==> src/rtl/cpu_defs_pkg.sv <==
// ---------------------------------------------------------------------------
// cpu_defs: definitions shared by the pipeline control logic.
//   - Stall vector constants. Bit k of a stall vector holds buffer k:
//     bit0 PC, bit1 IF/ID, bit2 ID/EX, bit3 EX/MEM, bit4 MEM/WB, bit5 WB.
//     A buffer that sees its own bit set and the next bit clear inserts a
//     bubble downstream, so a vector of contiguous low ones freezes the front
//     of the pipe while the back drains.
//   - Controller state enum.
//   - Exception codes, including the ERET pseudo-code.
//   - Helper that selects the redirect PC for a flush.
// ---------------------------------------------------------------------------
package cpu_defs;

    localparam int STALL_W = 6;

    localparam logic [STALL_W-1:0] STALL_NONE = 6'b000000;
    // Load-use: hold PC and IF/ID, bubble into ID/EX.
    localparam logic [STALL_W-1:0] STALL_ID   = 6'b000111;
    // Multi-cycle EX op: hold everything up to ID/EX, bubble into EX/MEM.
    localparam logic [STALL_W-1:0] STALL_EX   = 6'b001111;

    typedef enum logic [1:0] {
        IDLE    = 2'd0,
        MC_WAIT = 2'd1,
        REFILL  = 2'd2
    } ctrl_state_t;

    // Exception codes as reported by MEM/CP0.
    localparam logic [4:0] EXC_CODE_INT     = 5'h00;
    localparam logic [4:0] EXC_CODE_ADEL    = 5'h04;
    localparam logic [4:0] EXC_CODE_ADES    = 5'h05;
    localparam logic [4:0] EXC_CODE_SYSCALL = 5'h08;
    localparam logic [4:0] EXC_CODE_BREAK   = 5'h09;
    localparam logic [4:0] EXC_CODE_RI      = 5'h0A;
    localparam logic [4:0] EXC_CODE_OV      = 5'h0C;
    localparam logic [4:0] EXC_CODE_ERET    = 5'h0E;

    localparam logic [31:0] EXC_VECTOR_DEFAULT = 32'h0000_0020;

    // ERET returns to the saved EPC; every other code enters the handler.
    function automatic logic [31:0] redirect_pc(
        input logic [4:0]  excp_type,
        input logic [31:0] epc,
        input logic [4:0]  eret_code,
        input logic [31:0] exc_vector
    );
        return (excp_type == eret_code) ? epc : exc_vector;
    endfunction

endpackage

==> src/rtl/sat_counter.sv <==
// ---------------------------------------------------------------------------
// sat_counter: W-bit up counter that sticks at all-ones instead of wrapping.
//   clk    in   clock
//   reset  in   synchronous active-high reset, clears the count
//   en     in   count this cycle
//   count  out  current count (registered)
// ---------------------------------------------------------------------------
module sat_counter #(
    parameter int W = 16
) (
    input  logic         clk,
    input  logic         reset,
    input  logic         en,
    output logic [W-1:0] count
);

    localparam logic [W-1:0] CNT_MAX = '1;

    logic [W-1:0] count_reg;
    logic [W-1:0] count_next;

    always_comb begin
        count_next = count_reg;
        if (en && (count_reg != CNT_MAX)) begin
            count_next = count_reg + W'(1);
        end
    end

    always_ff @(posedge clk) begin
        if (reset) begin
            count_reg <= '0;
        end else begin
            count_reg <= count_next;
        end
    end

    assign count = count_reg;

endmodule

==> src/rtl/pipe_stall_ctrl.sv <==
// ---------------------------------------------------------------------------
// pipe_stall_ctrl: central stall / flush controller for the 5-stage core.
//   clk           in   clock
//   reset         in   synchronous active-high reset
//   stallreq_id   in   ID load-use hazard request
//   ex_mc_start   in   EX starts a multi-cycle op (1-cycle pulse)
//   ex_mc_done    in   EX multi-cycle result ready (1-cycle pulse)
//   excp_valid    in   MEM-stage exception / ERET committed this cycle
//   excp_type     in   exception code (ERET_CODE means return to cp0_epc)
//   cp0_epc       in   EPC from CP0
//   stall_en      out  per-buffer hold vector (combinational)
//   flush         out  clear all buffers and load new_pc (combinational)
//   new_pc        out  redirect target, zero when flush is low
//   mc_timeout    out  sticky watchdog error, cleared only by reset
//   stall_cycles  out  saturating count of cycles with stall_en[0] set
//
// Priority each cycle: exception > multi-cycle stall > ID stall. The cycle
// after a flush (REFILL) ignores every request since it can only come from
// instructions that were just squashed.
// ---------------------------------------------------------------------------
module pipe_stall_ctrl
    import cpu_defs::*;
#(
    parameter logic [31:0] EXC_VECTOR = EXC_VECTOR_DEFAULT,
    parameter logic [4:0]  ERET_CODE  = EXC_CODE_ERET,
    parameter int          MC_TIMEOUT = 64,
    parameter int          CNT_W      = 16
) (
    input  logic              clk,
    input  logic              reset,
    input  logic              stallreq_id,
    input  logic              ex_mc_start,
    input  logic              ex_mc_done,
    input  logic              excp_valid,
    input  logic [4:0]        excp_type,
    input  logic [31:0]       cp0_epc,
    output logic [5:0]        stall_en,
    output logic              flush,
    output logic [31:0]       new_pc,
    output logic              mc_timeout,
    output logic [CNT_W-1:0]  stall_cycles
);

    // Wide enough to hold MC_TIMEOUT itself.
    localparam int WD_W = $clog2(MC_TIMEOUT + 1);
    localparam logic [WD_W-1:0] WD_LIMIT = WD_W'(MC_TIMEOUT);

    ctrl_state_t        state_reg, state_next;
    logic [WD_W-1:0]    wd_cnt_reg, wd_cnt_next;
    logic               mc_timeout_reg, mc_timeout_next;

    // Ungated decode results; reset masking is applied on the way out.
    logic [STALL_W-1:0] stall_vec;
    logic               flush_raw;
    logic [31:0]        new_pc_raw;

    always_comb begin
        state_next      = state_reg;
        wd_cnt_next     = wd_cnt_reg;
        mc_timeout_next = mc_timeout_reg;
        stall_vec       = STALL_NONE;
        flush_raw       = 1'b0;
        new_pc_raw      = 32'h0;

        case (state_reg)
            IDLE: begin
                if (excp_valid) begin
                    flush_raw  = 1'b1;
                    new_pc_raw = redirect_pc(excp_type, cp0_epc, ERET_CODE, EXC_VECTOR);
                    state_next = REFILL;
                end else if (ex_mc_start && !ex_mc_done) begin
                    // Start and done together is a single-cycle op: no stall,
                    // and it falls through to the ID check below.
                    stall_vec   = STALL_EX;
                    state_next  = MC_WAIT;
                    wd_cnt_next = WD_W'(1);
                end else if (stallreq_id) begin
                    stall_vec = STALL_ID;
                end
            end

            MC_WAIT: begin
                if (excp_valid) begin
                    // Abort the op; the EX unit result is discarded by the flush.
                    flush_raw  = 1'b1;
                    new_pc_raw = redirect_pc(excp_type, cp0_epc, ERET_CODE, EXC_VECTOR);
                    state_next = REFILL;
                end else if (ex_mc_done) begin
                    // Done wins over the watchdog if both land together.
                    stall_vec  = stallreq_id ? STALL_ID : STALL_NONE;
                    state_next = IDLE;
                end else if (wd_cnt_reg == WD_LIMIT) begin
                    // Give up: release the pipe and flag the error.
                    mc_timeout_next = 1'b1;
                    state_next      = IDLE;
                end else begin
                    stall_vec   = STALL_EX;
                    wd_cnt_next = wd_cnt_reg + WD_W'(1);
                end
            end

            REFILL: begin
                state_next = IDLE;
            end

            default: begin
                state_next = IDLE;
            end
        endcase
    end

    always_ff @(posedge clk) begin
        if (reset) begin
            state_reg      <= IDLE;
            wd_cnt_reg     <= '0;
            mc_timeout_reg <= 1'b0;
        end else begin
            state_reg      <= state_next;
            wd_cnt_reg     <= wd_cnt_next;
            mc_timeout_reg <= mc_timeout_next;
        end
    end

    // Combinational outputs are forced quiet while reset is asserted so a
    // reset mid-op never produces a stall or flush.
    generate
        for (genvar gi = 0; gi < STALL_W; gi++) begin : g_stall_gate
            assign stall_en[gi] = stall_vec[gi] & ~reset;
        end
        for (genvar gi = 0; gi < 32; gi++) begin : g_pc_gate
            assign new_pc[gi] = new_pc_raw[gi] & ~reset;
        end
    endgenerate

    assign flush      = flush_raw & ~reset;
    assign mc_timeout = mc_timeout_reg;

    sat_counter #(
        .W (CNT_W)
    ) u_stall_cnt (
        .clk   (clk),
        .reset (reset),
        .en    (stall_en[0]),
        .count (stall_cycles)
    );

endmodule

==> config.mk <==
export PLATFORM = sky130hd
export DESIGN_NAME = pipe_stall_ctrl
export DESIGN_NICKNAME = d
export VERILOG_FILES = /design/src/rtl/cpu_defs_pkg.sv /design/src/rtl/sat_counter.sv /design/src/rtl/pipe_stall_ctrl.sv
export SDC_FILE = /design/constraint.sdc
export NUM_CORES = 1
export LEC_CHECK = 0
export CAP_MARGIN = 20
export CORE_UTILIZATION = 41
export CTS_BUF_LIST = sky130_fd_sc_hd__clkbuf_2
export DETAILED_ROUTE_END_ITERATION = 8
export PLACE_DENSITY = 0.89
export SYNTH_ARGS = -nofsm -noshare
export SYNTH_HDL_FRONTEND = slang
export SYNTH_SLANG_ARGS = --single-unit
export TNS_END_PERCENT = 5
==> constraint.sdc <==
create_clock -name clk -period 5.21 [get_ports clk]
set_clock_uncertainty 0.05 [all_clocks]
set_input_delay 1.042 -clock clk [delete_from_list [all_inputs] [get_ports clk]]
set_output_delay 1.042 -clock clk [all_outputs]
set_load 0.1 [all_outputs]
**I/O nets highlighted**

Drawn at 4 px/um.
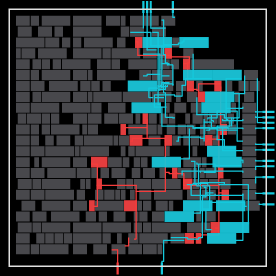
legend:
  red:
    port: reset
    direction: input
    edge: south
    end_cells: 23
    buffers: 2
    wire: 193 um
  cyan:
    port: stall_cycles
    direction: output
    edge: 11 east, 4 north, 1 south
    end_cells: 16
    buffers: 16
    wire: 573 um

**Signal wires on met1**

Drawn at 8 px/um. Supply wires on this layer in gray.
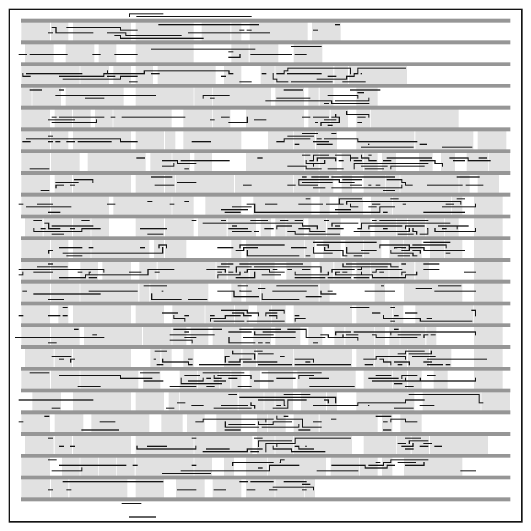
nets with wire on the layer: 276
wire length on this layer: 1630 um
share of all routed wire: 35%
wire length reported by the detailed router: 4.65 mm
global routing usage on met1: 23.0%

==> report_table.html <==
<h2>Implementation results</h2>
<table>
<tr><th>Metric</th><th>Value</th></tr>
<tr><th colspan="2">Clock tree</th></tr>
<tr><td>Cts repair resizes</td><td>0</td></tr>
<tr><td>H-tree lvl count</td><td>1</td></tr>
<tr><td>Longest Clk Path Bufs</td><td>2</td></tr>
<tr><td>Buffers inserted during post-CTS setup optimization</td><td>0</td></tr>
<tr><td>Number of buffers created by CTS</td><td>3</td></tr>
<tr><td>CTS tree</td><td>yes</td></tr>
<tr><th colspan="2">Timing</th></tr>
<tr><td>Worst Hold Margin</td><td>0.473 ns</td></tr>
<tr><td>Highest Clock Rate</td><td>0.246 GHz</td></tr>
<tr><td>Max-slew violation count</td><td>0</td></tr>
<tr><td>Minimum setup slack in the final design</td><td>1.15 ns</td></tr>
<tr><th colspan="2">Global route</th></tr>
<tr><td>Via count of the first global-routing pass</td><td>1654</td></tr>
<tr><td>Met2 demand-to-capacity share in global routing</td><td>46.1%</td></tr>
<tr><th colspan="2">Drt</th></tr>
<tr><td>Post-route ant nets</td><td>0</td></tr>
<tr><td>Amount of wire on met3 after detailed routing</td><td>410 um</td></tr>
<tr><td>Iteration-0 DRC count of the detailed router</td><td>87</td></tr>
<tr><td>Uppermost routed layer</td><td>met4</td></tr>
<tr><td>Remaining routing DRC violations</td><td>0</td></tr>
<tr><th colspan="2">Floorplan</th></tr>
<tr><td>Die boundary height</td><td>63.9 um</td></tr>
<tr><th colspan="2">Power and ir drop</th></tr>
<tr><td>Power in sequential cells</td><td>0.000203 W</td></tr>
<tr><td>Power consumed by the clock network</td><td>0.000129 W</td></tr>
<tr><td>Biggest consumer</td><td>sequential cells</td></tr>
<tr><td>Combinational power</td><td>0.0000913 W</td></tr>
<tr><th colspan="2">Setup path</th></tr>
<tr><td>Crit Reg-Reg Endpoint</td><td>u_stall_cnt.count[5]$_SDFFE_PP0P_</td></tr>
<tr><td>Path depth of the worst reg2reg path</td><td>7</td></tr>
<tr><td>Worst path cell trace</td><td>clkdlybuf4s50_1, or3_1, a211oi_1, and2_1, buf_4</td></tr>
<tr><td>Arrival time at the worst endpoint</td><td>2.97 ns</td></tr>
<tr><td>Setup crit start kind</td><td>input pin</td></tr>
<tr><td>Instance count on the critical path</td><td>5</td></tr>
<tr><td>Data required time of the worst path</td><td>4.12 ns</td></tr>
<tr><td>Biggest cell delay along the critical path</td><td>0.60 ns</td></tr>
<tr><th colspan="2">Yosys</th></tr>
<tr><td>Chip area from the yosys synthesis statistics</td><td>0.00157 mm2</td></tr>
<tr><td>Biggest area contributors in the synthesized netlist</td><td>sky130_fd_sc_hd__dfxtp_1, sky130_fd_sc_hd__and2_1, sky130_fd_sc_hd__nor2_1, sky130_fd_sc_hd__xor2_1, sky130_fd_sc_hd__a21oi_1</td></tr>
<tr><td>Count of synthesis-stage warnings from yosys</td><td>0</td></tr>
<tr><td>Number of synthesized flops with an enable pin</td><td>0</td></tr>
<tr><td>Xor/xnor cell area share of the yosys netlist</td><td>3.90%</td></tr>
<tr><td>Main combinational cell family by area after synthesis</td><td>simple AND/OR/NAND/NOR gates</td></tr>
<tr><td>Area share, top type</td><td>33.1%</td></tr>
<tr><td>Area share of fa/ha/maj cells after synthesis</td><td>2.39%</td></tr>
<tr><td>#FFs+latches synth</td><td>26</td></tr>
<tr><td>Main flop type</td><td>sky130_fd_sc_hd__dfxtp_1</td></tr>
<tr><td>Share of flip-flops with an asynchronous set or reset after synthesis</td><td>0%</td></tr>
<tr><td>Yosys top cell by instances</td><td>sky130_fd_sc_hd__and2_1</td></tr>
<tr><th colspan="2">Final layout</th></tr>
<tr><td>Flops</td><td>26</td></tr>
<tr><td>Final cell area excluding filler cells</td><td>0.00288 mm2</td></tr>
<tr><td>Non-clock buffer share</td><td>44.1%</td></tr>
<tr><td>Non-clock inverter instance count of the final layout</td><td>8</td></tr>
<tr><td>Layout clock area frac</td><td>1.56%</td></tr>
<tr><td>Share of the core filled with cells in the final layout</td><td>78.7%</td></tr>
<tr><td>Diodes inserted</td><td>0</td></tr>
<tr><td>Flip-flop count of the largest register after layout</td><td>16</td></tr>
<tr><td>Net count of the finished layout</td><td>339</td></tr>
<tr><th colspan="2">Status</th></tr>
<tr><td>Result of the run</td><td>finished clean</td></tr>
<tr><th colspan="2">Hold path</th></tr>
<tr><td>Worst hold path class</td><td>flop to flop</td></tr>
<tr><th colspan="2">Placed design</th></tr>
<tr><td>HPWL Detailed</td><td>3.89 mm</td></tr>
<tr><td>Number of cells in the design after placement</td><td>336</td></tr>
</table>
**Cell placement**

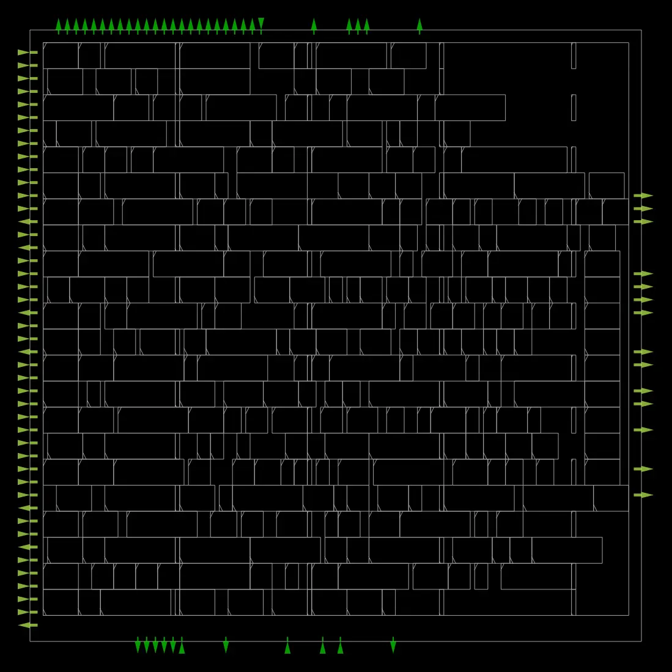
final standard cell count with taps included and fillers excluded: 340
Rows: 22
count of inserted tapcells: 48
fraction of standard cell area that is sequential: 18.1%
placeable core area: 0.00366 mm2

**Cell density map**

Drawn at 6 px/um. The die is cut into 6 by 6 equal tiles; dark blue is low, red is high, 0 to 100% covered.
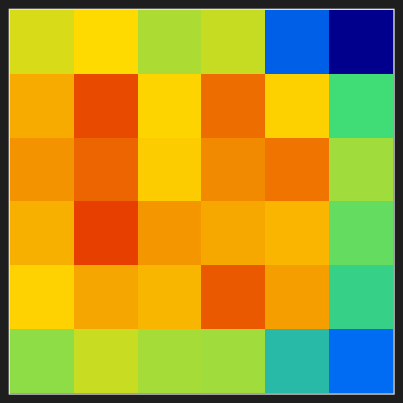
tiles over 75% full: 58%
mean over tiles: 69%
nearly empty tiles: 2.8%
emptiest ninth of the die: north-east
fullest tile: 93%

Power is estimated from default activity; no workload was simulated.
